[config.mk]
export PLATFORM = sky130hd
export DESIGN_NAME = i2s_sample_window
export DESIGN_NICKNAME = d
export VERILOG_FILES = /design/src/rtl/i2s_pkg.sv /design/src/rtl/sample_shift_window.sv /design/src/rtl/i2s_sample_window.sv
export SDC_FILE = /design/constraint.sdc
export NUM_CORES = 1
export LEC_CHECK = 0
export ABC_AREA = 1
export CORE_AREA = 2 2 204 206
export CTS_CLUSTER_DIAMETER = 200
export DETAILED_ROUTE_END_ITERATION = 7
export DIE_AREA = 0 0 206 208
export GPL_ROUTABILITY_DRIVEN = 0
export GPL_TIMING_DRIVEN = 0
export SYNTH_ARGS = -nofsm -noshare
export SYNTH_HDL_FRONTEND = slang
export SYNTH_SLANG_ARGS = --single-unit
[constraint.sdc]
create_clock -name BCLK_out -period 3.1 [get_ports BCLK_out]
set_input_delay 0.62 -clock BCLK_out [delete_from_list [all_inputs] [get_ports BCLK_out]]
set_output_delay 0.62 -clock BCLK_out [all_outputs]
set_load 0.05 [all_outputs]
[src/rtl/i2s_pkg.sv]
// i2s_pkg: shared I2S window constants, channel encoding and sample extension helper
package i2s_pkg;
  localparam int SLOT_W_DEFAULT = 32;
  typedef enum logic {CH_LEFT = 1'b0, CH_RIGHT = 1'b1} ch_e;
  function automatic logic [63:0] extend_sample(
    input logic [63:0] raw,
    input int unsigned sw,
    input logic        sign_ext
  );
    logic [63:0] mask;
    logic        msb;
    mask = (64'd1 << sw) - 64'd1;
    msb  = |(raw & (64'd1 << (sw - 1)));
    return (sign_ext && msb) ? (raw | ~mask) : (raw & mask);
  endfunction
endpackage

[src/rtl/sample_shift_window.sv]
// sample_shift_window: per-channel history, element 0 newest, oldest falls off the top
module sample_shift_window #(
  parameter int DEPTH = 16,
  parameter int OUT_W = 16
) (
  input  logic                   BCLK_out,
  input  logic                   reset,
  input  logic                   shift_i,
  input  logic [OUT_W-1:0]       din_i,
  output logic [DEPTH*OUT_W-1:0] win_o
);
  logic [DEPTH*OUT_W-1:0] win_q, win_d;
  // truncating the concatenation drops the oldest element and inserts the new one at index 0
  always_comb win_d = shift_i ? (DEPTH*OUT_W)'({win_q, din_i}) : win_q;
  // window register, cleared by the synchronous active-low reset
  always_ff @(posedge BCLK_out)
    if (!reset) win_q <= '0;
    else win_q <= win_d;
  assign win_o = win_q;
endmodule

[src/rtl/i2s_sample_window.sv]
// i2s_sample_window: I2S receiver that captures mic samples into per-channel sliding windows
module i2s_sample_window
  import i2s_pkg::*;
#(
  parameter int SAMPLE_W = 10,
  parameter int SLOT_W   = SLOT_W_DEFAULT,
  parameter int DEPTH    = 16,
  parameter int OUT_W    = 16,
  parameter int STEREO   = 0,
  parameter int SIGN_EXT = 1
) (
  input  logic                   BCLK_out,
  input  logic                   reset,
  input  logic                   DOUT,
  input  logic                   hold,
  output logic                   LRCLK,
  output logic                   sample_valid,
  output logic                   sample_ch,
  output logic [DEPTH*OUT_W-1:0] win_l,
  output logic [DEPTH*OUT_W-1:0] win_r,
  output logic [7:0]             drop_cnt
);
  localparam int CNT_W = $clog2(SLOT_W);
  if (SAMPLE_W + 2 > SLOT_W || SAMPLE_W > OUT_W || DEPTH < 1) begin : g_bad_params
    $error("i2s_sample_window: illegal SAMPLE_W/SLOT_W/OUT_W/DEPTH combination");
  end
  logic [CNT_W-1:0]    bit_cnt_q, bit_cnt_d;
  logic                lr_q, lr_d;
  logic [SAMPLE_W-1:0] shreg_q, shreg_d;
  logic                sample_valid_q, sample_valid_d;
  ch_e                 sample_ch_q, sample_ch_d;
  logic [7:0]          drop_cnt_q, drop_cnt_d;
  logic                wrap, cap_slot, cap_bit, accept, acc_l;
  logic [OUT_W-1:0]    sample_ext;
  // slot timing, one-bit-delayed MSB-first capture, accept/hold/drop decisions
  always_comb begin
    wrap           = bit_cnt_q == CNT_W'(SLOT_W - 1);
    cap_slot       = !lr_q || STEREO != 0;
    cap_bit        = cap_slot && bit_cnt_q != '0 && bit_cnt_q <= CNT_W'(SAMPLE_W);
    accept         = cap_slot && bit_cnt_q == CNT_W'(SAMPLE_W + 1);
    bit_cnt_d      = wrap ? '0 : bit_cnt_q + 1'b1;
    lr_d           = wrap ? !lr_q : lr_q;
    shreg_d        = bit_cnt_q == '0 ? '0 : cap_bit ? SAMPLE_W'({shreg_q, DOUT}) : shreg_q;
    sample_valid_d = accept && !hold;
    sample_ch_d    = accept ? ch_e'(lr_q) : sample_ch_q;
    drop_cnt_d     = (accept && hold && drop_cnt_q != 8'hFF) ? drop_cnt_q + 8'd1 : drop_cnt_q;
    acc_l          = accept && !hold && lr_q == CH_LEFT;
    sample_ext     = OUT_W'(extend_sample(64'(shreg_q), SAMPLE_W, SIGN_EXT != 0));
  end
  // control and capture state, all cleared by the synchronous active-low reset
  always_ff @(posedge BCLK_out)
    if (!reset) begin
      bit_cnt_q      <= '0;
      lr_q           <= 1'b0;
      shreg_q        <= '0;
      sample_valid_q <= 1'b0;
      sample_ch_q    <= CH_LEFT;
      drop_cnt_q     <= '0;
    end else begin
      bit_cnt_q      <= bit_cnt_d;
      lr_q           <= lr_d;
      shreg_q        <= shreg_d;
      sample_valid_q <= sample_valid_d;
      sample_ch_q    <= sample_ch_d;
      drop_cnt_q     <= drop_cnt_d;
    end
  sample_shift_window #(.DEPTH(DEPTH), .OUT_W(OUT_W)) u_win_l (
    .BCLK_out(BCLK_out),
    .reset   (reset),
    .shift_i (acc_l),
    .din_i   (sample_ext),
    .win_o   (win_l)
  );
  if (STEREO != 0) begin : g_right
    logic acc_r;
    assign acc_r = accept && !hold && lr_q == CH_RIGHT;
    sample_shift_window #(.DEPTH(DEPTH), .OUT_W(OUT_W)) u_win_r (
      .BCLK_out(BCLK_out),
      .reset   (reset),
      .shift_i (acc_r),
      .din_i   (sample_ext),
      .win_o   (win_r)
    );
  end else begin : g_mono
    assign win_r = '0;
  end
  assign LRCLK        = lr_q;
  assign sample_valid = sample_valid_q;
  assign sample_ch    = sample_ch_q;
  assign drop_cnt     = drop_cnt_q;
endmodule

==> GITHUB_STEP_SUMMARY, run 1 <==
## PnR job results

| Metric | Value |
|---|---|
| Result of the run | completed |
| Post-Layout Inst Area | 14200 µm² |
| Number of enable-type register cells in the synthesized netlist | 0 |
| Worst hold slack | 440 ps |
| Non-clock inverter total of the final layout | 26 |
| Filler Cells Inserted | 4266 |
| Number of cells on the worst reg-to-reg path | 8 |
| Comb pwr share | 19.7% |
| Cells traversed along the worst timing path | buf_4 -> clkdlybuf4s50_1 |
| Tally of yosys warning messages | 0 |
| Setup slack after placement | 239 ps |
| Vias after detailed routing | 8423 |
| Share of power burned in the clock network | 37.7% |
| Worst Path Buf+Inv | 2 |
| Area fraction in xor and xnor cells | 0.188% |
| Top pwr grp | registers |
| Vias per Instance | 3.63 |
| Post-synth top area share | 39.9% |
| Synth top cells by count | 361 x sky130_fd_sc_hd__nor2_1, 354 x sky130_fd_sc_hd__buf_4, 186 x sky130_fd_sc_hd__dfxtp_1 |
| Endpoint kind of the worst setup timing path | output port |
| Top post-synthesis cells by area | sky130_fd_sc_hd__dfxtp_1 40%, sky130_fd_sc_hd__buf_4 28%, sky130_fd_sc_hd__nor2_1 15% |
| WL met1 | 12.7 mm |
| Slew headroom | 50.3% |
| Number of CTS-inserted buffers | 17 |
| Wire length of the first global-routing pass | 47.0 mm |
| Total congestion overflow after global routing | 0 |
| Gate family responsible for the most delay along the worst path | buffers and inverters |
| Power Sequential | around 2.4 mW |
| Count of non-CTS buffers in the layout | 675 |
| Met2 routed WL | 16.6 mm |
| Area fraction of clock buffers and clock inverters | 3.96% |
| Post-synth seq share | 39.9% |
| Yosys synthesis chip area | 9330 µm² |
| Most frequent cells in the layout | 361 x sky130_fd_sc_hd__nor2_1, 354 x sky130_fd_sc_hd__buf_4, 270 x sky130_fd_sc_hd__clkdlybuf4s50_1, 256 x sky130_fd_sc_hd__conb_1, 186 x sky130_fd_sc_hd__dfxtp_1 |
| Largest cell class by area | buffers |
| Synth-to-Final Area Change | 52.5% |
| Post-route fraction of the period consumed by the critical path | 86.8% |
| Die Span X | about 210 µm |
| Multi-input gates | 867 |
| Hold Path Origin | sample_ch |
| Worst-path clk slew | 80 ps |
| Largest net degree at the start of global routing | 19 |
| Total leakage power | ~6.5 nW |
| Top routing layer in use | met5 |
| FF+latch area | 3720 µm² |
| Total setup violations reported at the end of the flow | 0 |
| Synth Area in Compound Gates | 9.69% |
| Detailed-placement wirelength estimate | ~27 mm |
| Largest fanout of any net on the critical path | 9 |
| Number of failing hold endpoints at the final stage | 0 |
| Die area | 42800 µm² |
| Critical path origin | u_win_l.win_o[127] |
| Startpoint of the most critical register-to-register path | bit_cnt_q[0] |
| Highest cell delay on the worst timing path | 800 ps |
| Utilization after layout | about a third |
| Worst hold path class | reg2reg |
| Number of instances on the worst hold path | 2 |
| Area leader, netlist | sky130_fd_sc_hd__dfxtp_1 |
| Number of buffers inserted to repair setup after CTS | 0 |
| Root buf cell | sky130_fd_sc_hd__clkbuf_16 |
| Worst Setup Slack, final | 408 ps |
| Routed wire length | 32.6 mm |
| Worst R2R Setup Slack | roughly 1100 ps |
| Post-cts hold buffer count | 0 |
| FF-to-FF End | u_win_l.win_o[167] |
| Share of synthesized area spent on multiplexers | 0% |
| Cell depth of the worst setup path | 2 |
| # Cells Yosys | 1229 |
| Pins over their slew limit | 0 |
| Synth Instances | about 1200 |
### Logic cells by family, run 1

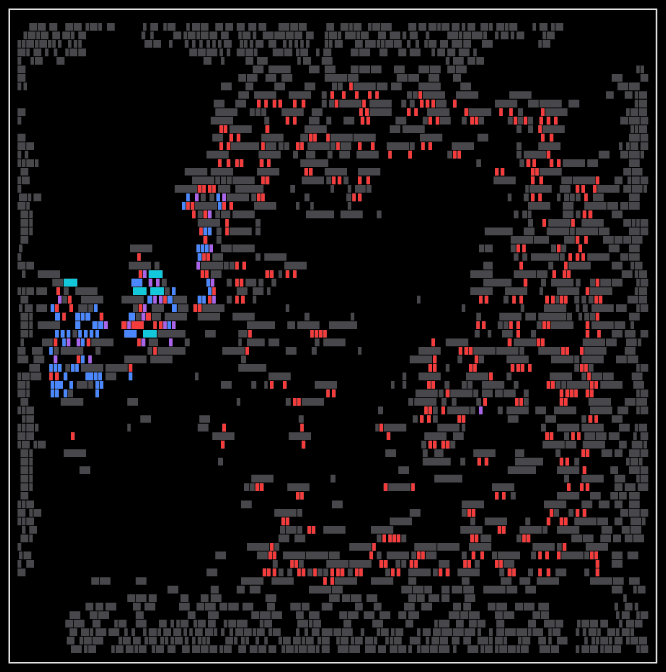
| color | family | cells | most used |
|---|---|---|---|
| cyan | fa/ha/maj cells | 5 | ha_1 |
| blue | nand cells | 61 | nand2_1 |
| purple | inv cells | 26 | inv_1 |
| red | nor cells | 364 | nor2_1 |
most common library cell in the layout ignoring fill and taps: sky130_fd_sc_hd__nor2_1
non-filler instance count after layout: 2321
combinational fraction of the cell area: 25.2%

### Placement by cell class, run 1

The bar under the picture is 50 µm long.
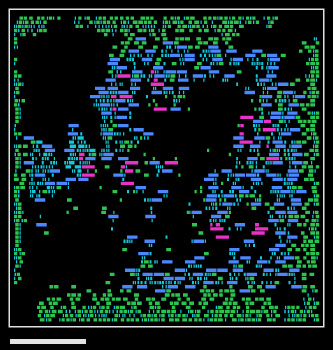
| color | class | cells | share of their area |
|---|---|---|---|
| green | remaining buffers and delay cells | 675 | 41% |
| cyan | remaining logic cells | 893 | 27% |
| blue | sequential cells | 186 | 27% |
| magenta | clock drivers and dummy loads | 32 | 4.2% |
Rows: 74
flop share of the area: 26.2%

### Clock distribution, run 1

The bar under the picture is 50 µm long.
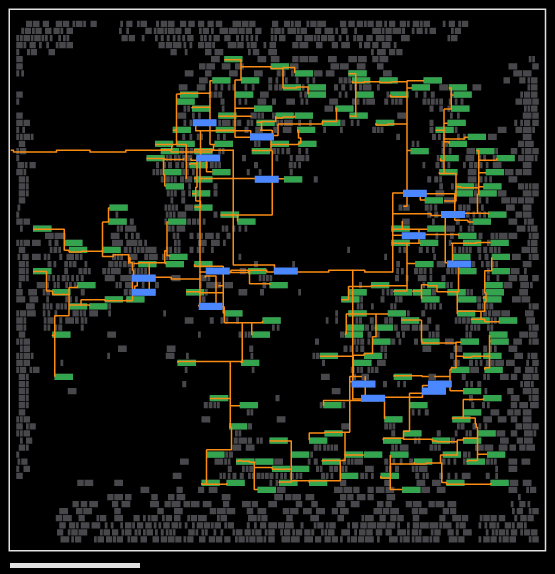
[green] flip-flops | count: 186
[blue] clock-net drivers | count: 17
[orange] clock wires | length: 2590 µm
routed clock nets: 18

### Register map, names as in the netlist, run 1

The bar under the picture is 50 µm long.
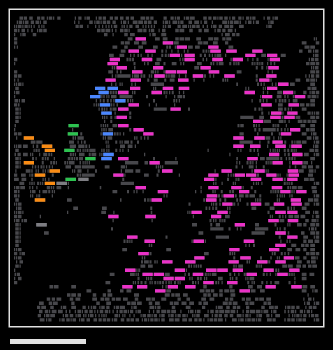

==> inputs of run 2 (changes only) <==
SLEW_MARGIN = 20   (was not set)
clock period = 2.2 ns   (was 3.1 ns; I/O delays follow)
### Register map, names as in the netlist, run 2

The bar under the picture is 50 µm long.
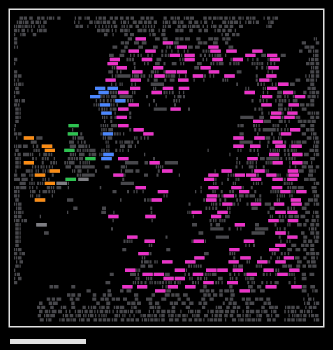
| color | netlist name | placed flops |
|---|---|---|
| blue | shreg_q | 10 |
| green | bit_cnt_q | 5 |
| magenta | u_win_l.win_o | 160 |
| orange | drop_cnt | 8 |
not colored: 3
Power Sequential: 3.40 mW
flop share of the area: 26.4%
utilization after layout: 34.8%
FF+latch area: 3730 µm²

### Routing congestion, run 2

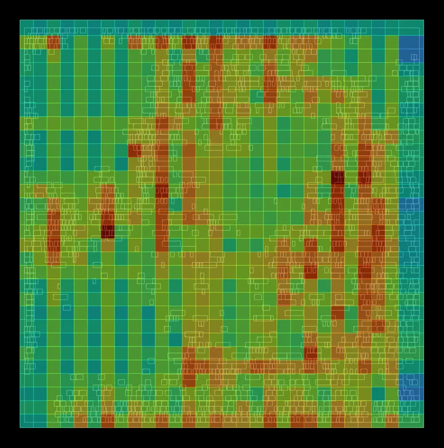
global routing usage summed across all routing layers: 14.8%
routed wirelength normalized by instance count: 14.1 µm
met2 track demand over resource: 26.8%
global-route met3 utilization: 4.64%
GR met1 Demand/Resource: 16.9%

==> GITHUB_STEP_SUMMARY, run 2 <==
## PnR job results

| Metric | Value |
|---|---|
| Worst-path clk slew | around 80 ps |
| # Cells Yosys | 1229 |
| Die Span X | slightly above 200 µm |
| Post-synth seq share | between 30 and 40% |
| Number of failing hold endpoints at the final stage | 0 |
| Setup slack after placement | -481 ps |
| Area fraction in xor and xnor cells | 0.188% |
| Rows | roughly 74 |
| Share of power burned in the clock network | around 38% |
| Synth Area in Compound Gates | 9.69% |
| Most common library cell in the layout ignoring fill and taps | sky130_fd_sc_hd__nor2_1 |
| Number of buffers inserted to repair setup after CTS | 0 |
| Tally of yosys warning messages | 0 |
| Result of the run | completed |
| Detailed-placement wirelength estimate | 26.6 mm |
| Die area | 42800 µm² |
| Worst hold path class | reg2reg |
| Share of synthesized area spent on multiplexers | 0% |
| WL met1 | 12.7 mm |
| Multi-input gates | 867 |
| Non-clock inverter total of the final layout | 26 |
| Largest cell class by area | buffers |
| Critical path origin | u_win_l.win_o[80] |
| Total leakage power | ~7.4 nW |
| Cells traversed along the worst timing path | clkdlybuf4s50_1 |
| Filler Cells Inserted | about 4300 |
| Worst hold slack | 440 ps |
| Wire length of the first global-routing pass | 47.1 mm |
| Area fraction of clock buffers and clock inverters | 3.99% |
| Post-cts hold buffer count | 0 |
| Number of instances on the worst hold path | 2 |
| Cell depth of the worst setup path | 1 |
| FF-to-FF End | u_win_l.win_o[79] |
| Met2 routed WL | 16.7 mm |
| Synth Instances | 1229 |
| Gate family responsible for the most delay along the worst path | buffers and inverters |
| Post-Layout Inst Area | 14100 µm² |
| Number of CTS-inserted buffers | 17 |
| Highest cell delay on the worst timing path | 850 ps |
| Worst Path Buf+Inv | 1 |
| Routed wire length | 32.6 mm |
| Top routing layer in use | met5 |
| Total setup violations reported at the end of the flow | 0 |
| Top pwr grp | registers |
| Most frequent cells in the layout | 361 x sky130_fd_sc_hd__nor2_1, 355 x sky130_fd_sc_hd__buf_4, 256 x sky130_fd_sc_hd__conb_1, 184 x sky130_fd_sc_hd__dfxtp_1, 169 x sky130_fd_sc_hd__o21ai_0 |
| Synth-to-Final Area Change | 51.2% |
| Number of enable-type register cells in the synthesized netlist | 0 |
| Hold Path Origin | sample_ch |
| Count of state elements after synthesis | 186 |
| Comb pwr share | 19.6% |
| Number of cells on the worst reg-to-reg path | 8 |
| Startpoint of the most critical register-to-register path | bit_cnt_q[0] |
| Synth top cells by count | 361 x sky130_fd_sc_hd__nor2_1, 354 x sky130_fd_sc_hd__buf_4, 186 x sky130_fd_sc_hd__dfxtp_1 |
| Yosys synthesis chip area | around 9300 µm² |
| Worst Setup Slack, final | 55.9 ps |
| Pins over their slew limit | 0 |
| Slew headroom | 51.4% |
| Worst R2R Setup Slack | 230 ps |
| Combinational fraction of the cell area | 25.4% |
| Vias after detailed routing | 8384 |
| Area leader, netlist | sky130_fd_sc_hd__dfxtp_1 |
| Vias per Instance | 3.62 |
| Maximum achievable frequency | 0.466 GHz |
| Top post-synthesis cells by area | sky130_fd_sc_hd__dfxtp_1 40%, sky130_fd_sc_hd__buf_4 28%, sky130_fd_sc_hd__nor2_1 15% |
| Post-synth top area share | 39.9% |
### Clock distribution, run 2

The bar under the picture is 50 µm long.
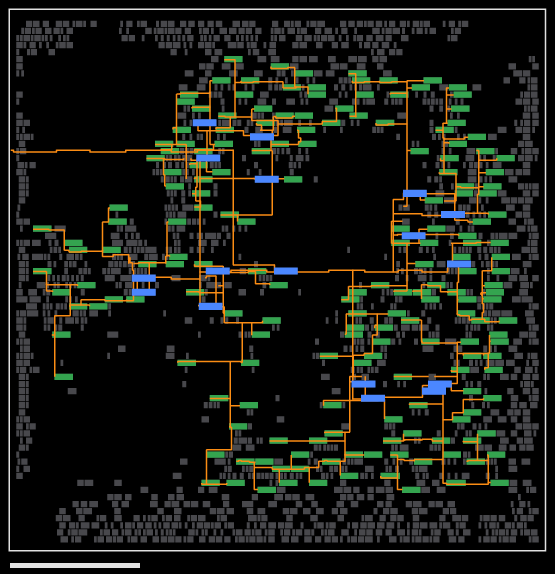

==> inputs of run 3 (changes only) <==
PLACE_DENSITY = 0.67   (was not set)
SYNTH_HIERARCHICAL = 1   (was not set)
### Clock distribution, run 3

The bar under the picture is 50 µm long.
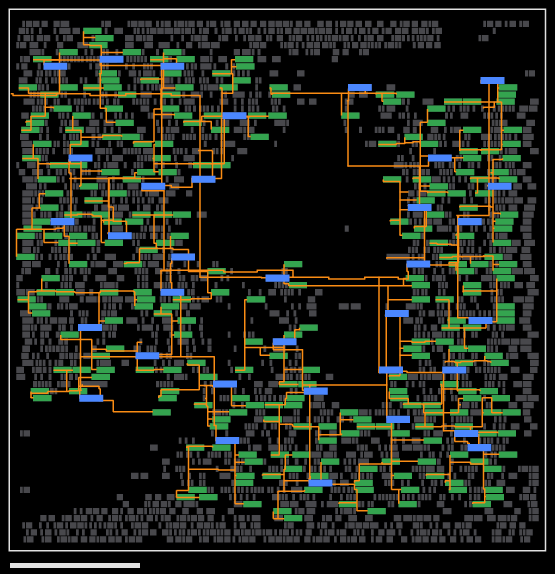
[blue] clock-net drivers | count: 34
[orange] clock wires | length: 3810 µm
[green] flip-flops | count: 282
flops lie: spread over the die
clock latency reported for the late side of the worst-skew pair: 510 ps
clock network power: 5.29 mW
worst-case clock skew: 25.2 ps
share of power burned in the clock network: 43.9%

### Routing congestion, run 3

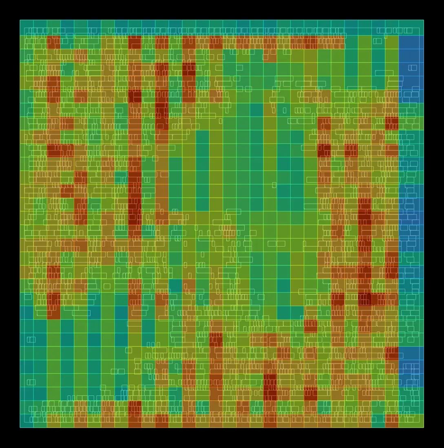
Most Crowded Layer GR: met2
global-route met3 utilization: 5.47%
GR met1 Demand/Resource: 21.0%

==> GITHUB_STEP_SUMMARY, run 3 <==
## PnR job results

| Metric | Value |
|---|---|
| Count of state elements after synthesis | 282 |
| Top post-synthesis cells by area | sky130_fd_sc_hd__dfxtp_1 41%, sky130_fd_sc_hd__nand2_1 15%, sky130_fd_sc_hd__nor2_1 14% |
| Die Span X | 206 µm |
| Comb pwr share | 13.6% |
| Met2 track demand over resource | 32.1% |
| Routed wirelength normalized by instance count | 12.6 µm |
| Startpoint of the most critical register-to-register path | LRCLK |
| Total congestion overflow after global routing | 0 |
| Largest net degree at the start of global routing | 13 |
| Combinational fraction of the cell area | approximately 28% |
| Worst-path clk slew | 60 ps |
| Worst R2R Setup Slack | 280 ps |
| Number of CTS-inserted buffers | 34 |
| Synth Area in Compound Gates | 0.893% |
| Critical path origin | u_win_l/win_o[144] |
| Data-path buffer share of cell area in the final layout | ~28% |
| Total number of tap cells | roughly 530 |
| Worst hold path class | reg2reg |
| Synth Instances | 2058 |
| Non-filler instance count after layout | 3172 |
| Fraction of layout cells with a size suffix above 1 | 15.2% |
| FF-to-FF End | u_win_l/win_o[79] |
| Worst hold slack | 442 ps |
| Most common library cell in the layout ignoring fill and taps | sky130_fd_sc_hd__nand2_1 |
| Pins over their slew limit | 0 |
| Deepest level of the CTS H-tree | 2 |
| Routed wire length | between 30 and 40 mm |
| Post-route fraction of the period consumed by the critical path | between 90% and 100% |
| Number of instances on the worst hold path | 2 |
| Multi-input gates | 1406 |
| Top routing layer in use | met4 |
| Global routing usage summed across all routing layers | 18.1% |
| Area fraction of clock buffers and clock inverters | 5.40% |
| Top pwr grp | clock |
| Detailed-placement wirelength estimate | 31.8 mm |
| Endpoint kind of the worst setup timing path | output port |
| Post-synth top area share | between 40% and 50% |
| Gate family responsible for the most delay along the worst path | buffers and inverters |
| Number of enable-type register cells in the synthesized netlist | 0 |
| Number of failing hold endpoints at the final stage | 0 |
| Maximum achievable frequency | 0.461 GHz |
| Cells traversed along the worst timing path | clkdlybuf4s50_1 |
| FF+latch area | ~5600 µm² |
| Vias after detailed routing | ~13000 |
| Cell depth of the worst setup path | 1 |
| Hold Path Origin | sample_ch |
| Largest fanout of any net on the critical path | 3 |
| Post-cts hold buffer count | 0 |
| WL met1 | 15.8 mm |
| Worst Setup Slack, final | 30.4 ps |
| Flop share of the area | between 20 and 30% |
| Share of synthesized area spent on multiplexers | 0% |
| Vias per Instance | between 3 and 4 |
| Total leakage power | 10.1 nW |
| Count of non-CTS buffers in the layout | 613 |
| Most frequent cells in the layout | 556 x sky130_fd_sc_hd__nand2_1, 533 x sky130_fd_sc_hd__nor2_1, 282 x sky130_fd_sc_hd__dfxtp_1, 281 x sky130_fd_sc_hd__inv_1, 265 x sky130_fd_sc_hd__buf_4 |
| Power Sequential | 5.12 mW |
| Synth top cells by count | 556 x sky130_fd_sc_hd__nand2_1, 533 x sky130_fd_sc_hd__nor2_1, 282 x sky130_fd_sc_hd__dfxtp_1 |
| Number of buffers inserted to repair setup after CTS | 0 |
| Setup slack after placement | -1.83 ps |
| Met2 routed WL | 20.0 mm |
| Wire length of the first global-routing pass | 61.8 mm |
| Yosys synthesis chip area | 13900 µm² |
| Area leader, netlist | sky130_fd_sc_hd__dfxtp_1 |
| Result of the run | completed |
| Post-synth seq share | 40.7% |
| Post-Layout Inst Area | roughly 19000 µm² |
| Utilization after layout | 47.7% |
| Transition time of the tightest slew-check pin | 673 ps |
| DP Cell Count | 3115 |
| Slew headroom | 55.3% |
| Filler Cells Inserted | 4137 |
| Area fraction in xor and xnor cells | less than 1% |
| CTS sink cnt | between 200 and 300 |
| Highest cell delay on the worst timing path | 830 ps |
| Die area | around 43000 µm² |
| Top flip-flop cell by instance count after synthesis | sky130_fd_sc_hd__dfxtp_1 |
| Tally of yosys warning messages | 6 |
| Comb. cell area | 5450 µm² |
| Root buf cell | sky130_fd_sc_hd__clkbuf_16 |
| # Cells Yosys | 2058 |
| Rows | 74 |
| Number of cells on the worst reg-to-reg path | 10 |
| Non-clock inverter total of the final layout | 282 |
| Total setup violations reported at the end of the flow | 0 |
Power is estimated from default activity; no workload was simulated.
